Fig. 1: sequential cells colored by netlist name
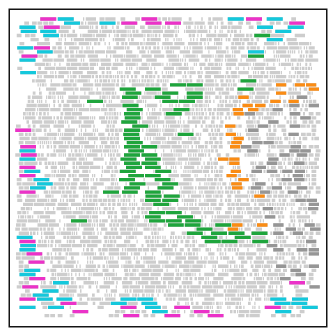
Fig. 2: routed clock nets over the placement
The bar under the picture is 50 um long.
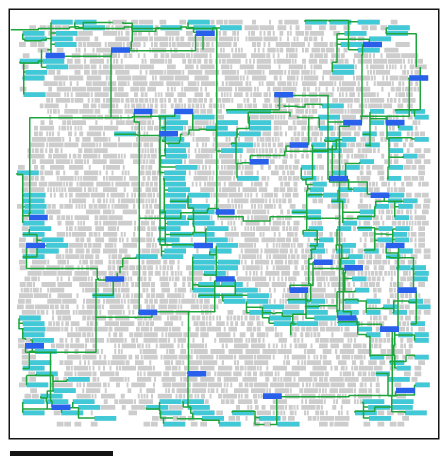
Fig. 3: pin map
Pins as bars across the die edge, other pins in gray.
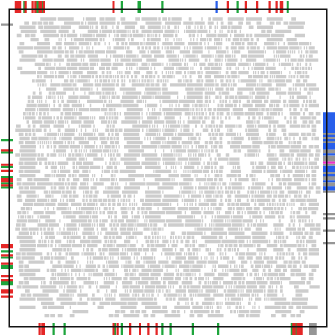
$ cat src/rtl/fixed_mac_pkg.sv
// Width and saturation helpers shared by the fixed-point datapath blocks.
package fixed_mac_pkg;

  function automatic int prod_int_w(input int wi1, input int wi2);
    return wi1 + wi2;
  endfunction

  function automatic int prod_frac_w(input int wf1, input int wf2);
    return wf1 + wf2;
  endfunction

  function automatic int sum_int_w(input int prod_int, input int lanes);
    return prod_int + $clog2(lanes);
  endfunction

  function automatic int acc_int_w(input int sum_int, input int guard);
    return sum_int + guard;
  endfunction

  // Largest positive / most negative two's-complement codes of width w (w <= 64).
  function automatic logic [63:0] sat_max(input int w);
    return (64'd1 << (w - 1)) - 64'd1;
  endfunction

  function automatic logic [63:0] sat_min(input int w);
    return 64'd1 << (w - 1);
  endfunction

endpackage

$ cat src/rtl/fixed_sat_resize.sv
// Combinational Qm.n -> Qp.q resize: truncate or round half-up (FIXED_MAC_VEC_ROUND_EN),
// then saturate or wrap the integer part, flagging overflow either way.
module fixed_sat_resize
  import fixed_mac_pkg::*;
#(
  parameter int WI_IN  = 17,
  parameter int WF_IN  = 13,
  parameter int WI_OUT = 16,
  parameter int WF_OUT = 8
) (
  input  logic signed [WI_IN+WF_IN-1:0]   in_data,
  input  logic                            sat_en,
  output logic signed [WI_OUT+WF_OUT-1:0] out_data,
  output logic                            overflow
);

  localparam int WIN  = WI_IN + WF_IN;
  localparam int WOUT = WI_OUT + WF_OUT;
  // One spare integer bit absorbs the rounding carry.
  localparam int WM   = WI_IN + 1 + WF_OUT;

  logic signed [WM-1:0] mid;

  generate
    if (WF_OUT >= WF_IN) begin : g_pad
      assign mid = WM'(in_data) <<< (WF_OUT - WF_IN);
    end else begin : g_drop
      localparam int D  = WF_IN - WF_OUT;
      localparam int WE = WIN + 1;
      logic signed [WE-1:0] ext;
      always_comb begin
        ext = WE'(in_data);
`ifdef FIXED_MAC_VEC_ROUND_EN
        ext = ext + (WE'(1) <<< (D - 1));
`endif
      end
      assign mid = WM'(ext >>> D);
    end

    if (WI_OUT >= WI_IN + 1) begin : g_fit
      logic unused_sat;
      assign unused_sat = sat_en;
      assign overflow   = 1'b0;
      assign out_data   = WOUT'(mid);
    end else begin : g_narrow
      logic [WM-WOUT:0] top;
      assign top = mid[WM-1:WOUT-1];
      always_comb begin
        overflow = !((&top) || !(|top));
        if (overflow && sat_en) begin
          out_data = mid[WM-1] ? WOUT'(sat_min(WOUT)) : WOUT'(sat_max(WOUT));
        end else begin
          out_data = mid[WOUT-1:0];
        end
      end
    end
  endgenerate

endmodule

$ cat src/rtl/fixed_mac_vec.sv
// Vector fixed-point MAC: LANES signed products per beat, accumulated per packet, resized to Q(WIO).(WFO).
// Optional FIXED_MAC_VEC_ROUND_EN selects round half-up instead of truncation in the resize.
module fixed_mac_vec
  import fixed_mac_pkg::*;
#(
  parameter int LANES     = 4,
  parameter int WI1       = 4,
  parameter int WF1       = 8,
  parameter int WI2       = 3,
  parameter int WF2       = 5,
  parameter int WIO       = 16,
  parameter int WFO       = 8,
  parameter int ACC_GUARD = 8,
  parameter int CNT_W     = 16
) (
  input  logic                          clk,
  input  logic                          reset,
  input  logic [LANES*(WI1+WF1)-1:0]    in_a,
  input  logic [LANES*(WI2+WF2)-1:0]    in_b,
  input  logic                          in_valid,
  output logic                          in_ready,
  input  logic                          in_last,
  output logic signed [WIO+WFO-1:0]     out_data,
  output logic [CNT_W-1:0]              out_count,
  output logic                          out_overflow,
  output logic                          out_valid,
  input  logic                          out_ready,
  output logic                          out_last,
  input  logic                          sat_en
);

  localparam int WA = WI1 + WF1;
  localparam int WB = WI2 + WF2;
  localparam int PI = prod_int_w(WI1, WI2);
  localparam int PF = prod_frac_w(WF1, WF2);
  localparam int PW = PI + PF;
  localparam int SI = sum_int_w(PI, LANES);
  localparam int SW = SI + PF;
  localparam int AI = acc_int_w(SI, ACC_GUARD);
  localparam int AW = AI + PF;
  localparam int WO = WIO + WFO;

  logic                   en;
  logic                   accept;
  logic [LANES*WA-1:0]    a_p0;
  logic [LANES*WB-1:0]    b_p0;
  logic                   vld_p0, last_p0;
  logic signed [PW-1:0]   prod_p1 [LANES];
  logic                   vld_p1, last_p1;
  logic signed [AW-1:0]   acc_p2;
  logic [CNT_W-1:0]       cnt_p2;
  logic signed [SW-1:0]   lane_sum;
  logic signed [AW-1:0]   acc_next;
  logic [CNT_W-1:0]       cnt_next;
  logic signed [WO-1:0]   res;
  logic                   res_ovf;

  // A held result freezes the whole pipe so no beat is lost.
  assign en       = !(out_valid && !out_ready);
  assign in_ready = en && !reset;
  assign accept   = in_valid && in_ready;
  assign out_last = out_valid;

  // ---- p0: operand capture ----
  always_ff @(posedge clk) begin
    if (reset) begin
      vld_p0  <= 1'b0;
      last_p0 <= 1'b0;
    end else if (en) begin
      vld_p0  <= accept;
      last_p0 <= in_last;
    end
  end

  always_ff @(posedge clk) begin
    if (en) begin
      a_p0 <= in_a;
      b_p0 <= in_b;
    end
  end

  // ---- p1: full-precision lane products ----
  always_ff @(posedge clk) begin
    if (reset) begin
      vld_p1  <= 1'b0;
      last_p1 <= 1'b0;
    end else if (en) begin
      vld_p1  <= vld_p0;
      last_p1 <= last_p0;
    end
  end

  always_ff @(posedge clk) begin
    if (en) begin
      for (int i = 0; i < LANES; i++) begin
        prod_p1[i] <= PW'($signed(a_p0[i*WA +: WA])) * PW'($signed(b_p0[i*WB +: WB]));
      end
    end
  end

  // ---- p2: lane sum, accumulate, resize into the output register ----
  always_comb begin
    lane_sum = '0;
    for (int i = 0; i < LANES; i++) begin
      lane_sum = lane_sum + SW'(prod_p1[i]);
    end
  end

  assign acc_next = acc_p2 + AW'(lane_sum);
  assign cnt_next = (&cnt_p2) ? cnt_p2 : cnt_p2 + CNT_W'(1);

  fixed_sat_resize #(
    .WI_IN  (AI),
    .WF_IN  (PF),
    .WI_OUT (WIO),
    .WF_OUT (WFO)
  ) u_resize (
    .in_data  (acc_next),
    .sat_en   (sat_en),
    .out_data (res),
    .overflow (res_ovf)
  );

  always_ff @(posedge clk) begin
    if (reset) begin
      acc_p2       <= '0;
      cnt_p2       <= '0;
      out_valid    <= 1'b0;
      out_data     <= '0;
      out_count    <= '0;
      out_overflow <= 1'b0;
    end else if (en) begin
      if (vld_p1 && !last_p1) begin
        acc_p2 <= acc_next;
        cnt_p2 <= cnt_next;
      end
      if (vld_p1 && last_p1) begin
        acc_p2       <= '0;
        cnt_p2       <= '0;
        out_valid    <= 1'b1;
        out_data     <= res;
        out_count    <= cnt_next;
        out_overflow <= res_ovf;
      end else if (out_valid) begin
        out_valid    <= 1'b0;
        out_data     <= '0;
        out_count    <= '0;
        out_overflow <= 1'b0;
      end
    end
  end

endmodule

$ cat config.mk
export PLATFORM = sky130hd
export DESIGN_NAME = fixed_mac_vec
export DESIGN_NICKNAME = d
export VERILOG_FILES = /design/src/rtl/fixed_mac_pkg.sv /design/src/rtl/fixed_sat_resize.sv /design/src/rtl/fixed_mac_vec.sv
export SDC_FILE = /design/constraint.sdc
export NUM_CORES = 2
export LEC_CHECK = 0
export CORE_MARGIN = 3
export CORE_UTILIZATION = 65
export CTS_CLUSTER_DIAMETER = 50
export CTS_CLUSTER_SIZE = 25
export DETAILED_ROUTE_END_ITERATION = 12
export PLACE_DENSITY_LB_ADDON = 0.08
export SYNTH_ARGS = -nofsm -noshare
export SYNTH_HDL_FRONTEND = slang
export SYNTH_SLANG_ARGS = --single-unit
$ cat constraint.sdc
create_clock -name clk -period 18.9 [get_ports clk]
set_input_delay 2.835 -clock clk [delete_from_list [all_inputs] [get_ports clk]]
set_output_delay 2.835 -clock clk [all_outputs]
set_load 0.1 [all_outputs]
==> flow_summary.yaml <==
# physical design summary
outcome:
  run_status: "complete, no violations"
die:
  core_sq_um: 40100
  rows: 73
  die_width_um: 208.6
  initial_core_util_pct: 66.52
  die-area_sq_um: 43500
  well_tap_count: 525
  io_pins: 130
hold_path:
  hold_depth: 2
  hold-path-endpoint: "vld_p1"
  hp-start: "vld_p0"
  hold_path.class: "flip-flop to flip-flop"
setup_path:
  critical_path.cell_chain: "clkdlybuf4s50_1 -> nor2b_1 -> nor2_1 -> clkdlybuf4s50_1"
  worstSetupStartpoint: "out_ready"
  r2r_start: "prod_p1[3][19]"
  cp_data_required_time_ps: 16070
  critPathTopFamily: "buffers and inverters"
  timing.critical_path.arrival_ps: 4880
  critical_path_top_delay_cell: "clkdlybuf4s50_1"
  slowest_delay_ps: 1000
  crit_path_frequent_cell: "clkdlybuf4s50_1"
  critical_path_buf_inv_count: 2
  crit_type: "primary input to primary output"
  timing.rr.end: "out_data[22]"
  regToRegSetupSlack_ps: 13210
  cp_num_cells: 4
  worst-r2r-cell-count: 17
  critical_path.max_fanout: 6
  setup.worst_path.end_class: "primary output"
  worst_setup_path_start_kind: "primary input"
  critPathCapture: "in_ready"
routing:
  antenna_viol_nets_final: 0
  routed_wire_length_per_instance_um: 16.27
  number_of_remaining_drc_errors: 0
  drt-initial-drc-count: 1189
  detail_route.first_pass.iterations: 5
  routed-via-count: 18520
  routed_wirelength_um: 55340
  routed_via_density: 5.444
synth:
  number_of_warnings_reported_in_the_yosys_synthesis_log: 0
  most_instantiated_library_cell_after_synthesis: "inv_1"
  netlist_top_cells_area: "fa_1 (30%), edfxtp_1 (18%), inv_1 (9.6%), ha_1 (8.4%), dfxtp_1 (6.9%)"
  post_synth_most_frequent_cells: "inv_1 (684), fa_1 (402), and2_1 (242)"
  ys_ff: 252
  synth_top_flop_cell: "edfxtp_1"
  synthDominantCellAreaShare_pct: 30.17
  synth.yosys.chip_area_sq_um: 26670
  yosysSeqAreaShare_pct: 24.92
  post-synth-top-area-cell: "fa_1"
  postSynthNetCount: 3414
  synth.cell_area_sq_um: 26670
  async_flop_share_pct: 0
  synth_area_per_cell_sq_um: 9.710
  number_of_flops_mapped_to_enable_cells_by_yosys: 160
  ys_cells: 2747
  yosysUniqueCellTypes: 67
  number_of_cells_produced_by_synthesis: 2747
cells_and_area:
  area_dominant_class: "multi-input combinational cells"
  clk_share_pct: 4.137
  finish.cell_count_without_fillers: 3402
  layout.filler_cells: 2897
  num-multi-input-gates: 1741
  share_of_cell_area_taken_by_multi_input_logic_gates_pct: 58.02
  number_of_flip_flops_and_latches: 252
  post_route_cells_drive_above_1_share_pct: 3.267
  non_clock_buffering_overhead_in_the_final_layout_pct: 4.466
  combGateArea_sq_um: 17200
  clock_buffer_count: 37
  layout_top_cells_excl_fill_tap: "inv_1 (684), fa_1 (402), and2_1 (242)"
  non_clock_buffer_count: 134
  syn_to_final_growth_pct: 11.13
  seq-cell-share_pct: 22.42
  dominant_logic_cell_type_in_the_layout: "inv_1"
  antennaDiodeCount: 0
  n_all_inverters: 689
  sequential_cell_area_sq_um: 6646
  final_nets: 3519
  post-route-cell-area_sq_um: 29640
  finalCoreUtilization_pct: 73.92
place:
  place_inst: 3341
  postPlaceCellArea_sq_um: 28410
  detailedPlace.worstSlack_ps: 11210
  detailed_place_hpwl_um: 44090
  routabilityCongestion: 0.8767
run:
  warning_count: 26
  max_cap_viols: 0
grt:
  overall_global_routing_resource_usage_pct: 26.56
  antenna_violations_before_repair: 2
  via_count_of_the_first_global_routing_pass: 19420
  grt.overflow.total: 0
  first_pass_grt_wire_length_um: 94890
  grt_max_degree: 97
final_timing:
  grt_setup_unrepaired: "no"
  max_frequency_mhz: 129.6
  hold_ws_ps: 448.1
  finalHoldViolations: 0
  share_of_the_clock_period_used_by_the_worst_path_pct: 40.82
  fin_tns_setup_ps: 0
  setup-violations-final: 0
  maxSlewHeadroom_pct: 26.22
  max_slew.worst_pin.slew_ps: 1104
  finalMaxSlewViolations: 0
  period_minus_slack_ps: 7715
  smallest_setup_slack_after_layout_ps: 11190
  fin_skew_ps: 30.21
clock_network:
  post_cts_hold_buffer_count: 0
  cts_buffers: 34
  post-cts-setup-buffers: 0
  cts_root_buf: "clkbuf_16"
  cts_num_sinks: 252
  cts_tree: "done"
  htree_num_levels: 2
  cts.path.max_buffers: 3
  cts_repair_resize_count: 0
  cts.reportedPaths.clkPinSlew_ps: 60
Notes on Fig. 1 above:
- `acc_p2`: orange (flops 30)
- `b_p0`: magenta (flops 32; where widely spread)
- `prod_p1`: green (flops 80; where center)
- `a_p0`: cyan (flops 48; where widely spread)
- not colored: 62

Notes on Fig. 2 above:
- cells driving clock nets: blue (count 34)
- flip-flops: cyan (count 252)
- clock wires: green (length 3750 um)
- routed clock nets: 35
- flops lie: widely spread
insertion delay of the later-clocked pin in the worst-skew pair: 560 ps

Notes on Fig. 3 above:
- `in_a`: red (pins 48; direction input; edge 18 top, 15 bottom, 15 left)
- `out_data`: blue (pins 24; direction output; edge 23 right, 1 top)
- `in_b`: green (pins 32; direction input; edge 12 left, 10 bottom, 10 top)
- `out_ready`: magenta (pins 1; direction input; edge right)
- all pins by edge: 43 right, 30 bottom, 29 top, 28 left
number of buffers added on ports: 129
height of the chip: 208.6 um

cells by family after synthesis:
group           synth area share [%]
xor+xnor                       3.509
flops                          24.92
simple gates                   14.06
fa+ha+maj                      38.57
buf+inv                        10.66
compound gates                 8.115
mux                           0.1642
routing by layer:
layer	GRT usage [%]	vias up	part of all wire (%)
li1	-	8751	-
met1	36.95	9184	44
met2	43.93	493	47
met3	3.393	93	5.6
met4	8.799	0	3.1
met5	0	-	0
flip-flops by register name, summed over array words and instances (netlist names), 16 cells and up:
| signal | count |
|---|---|
| out_data | 24 |
| prod_p1 | 80 |
| a_p0 | 48 |
| cnt_p2 | 16 |
| acc_p2 | 30 |
| b_p0 | 32 |
| out_count | 16 |
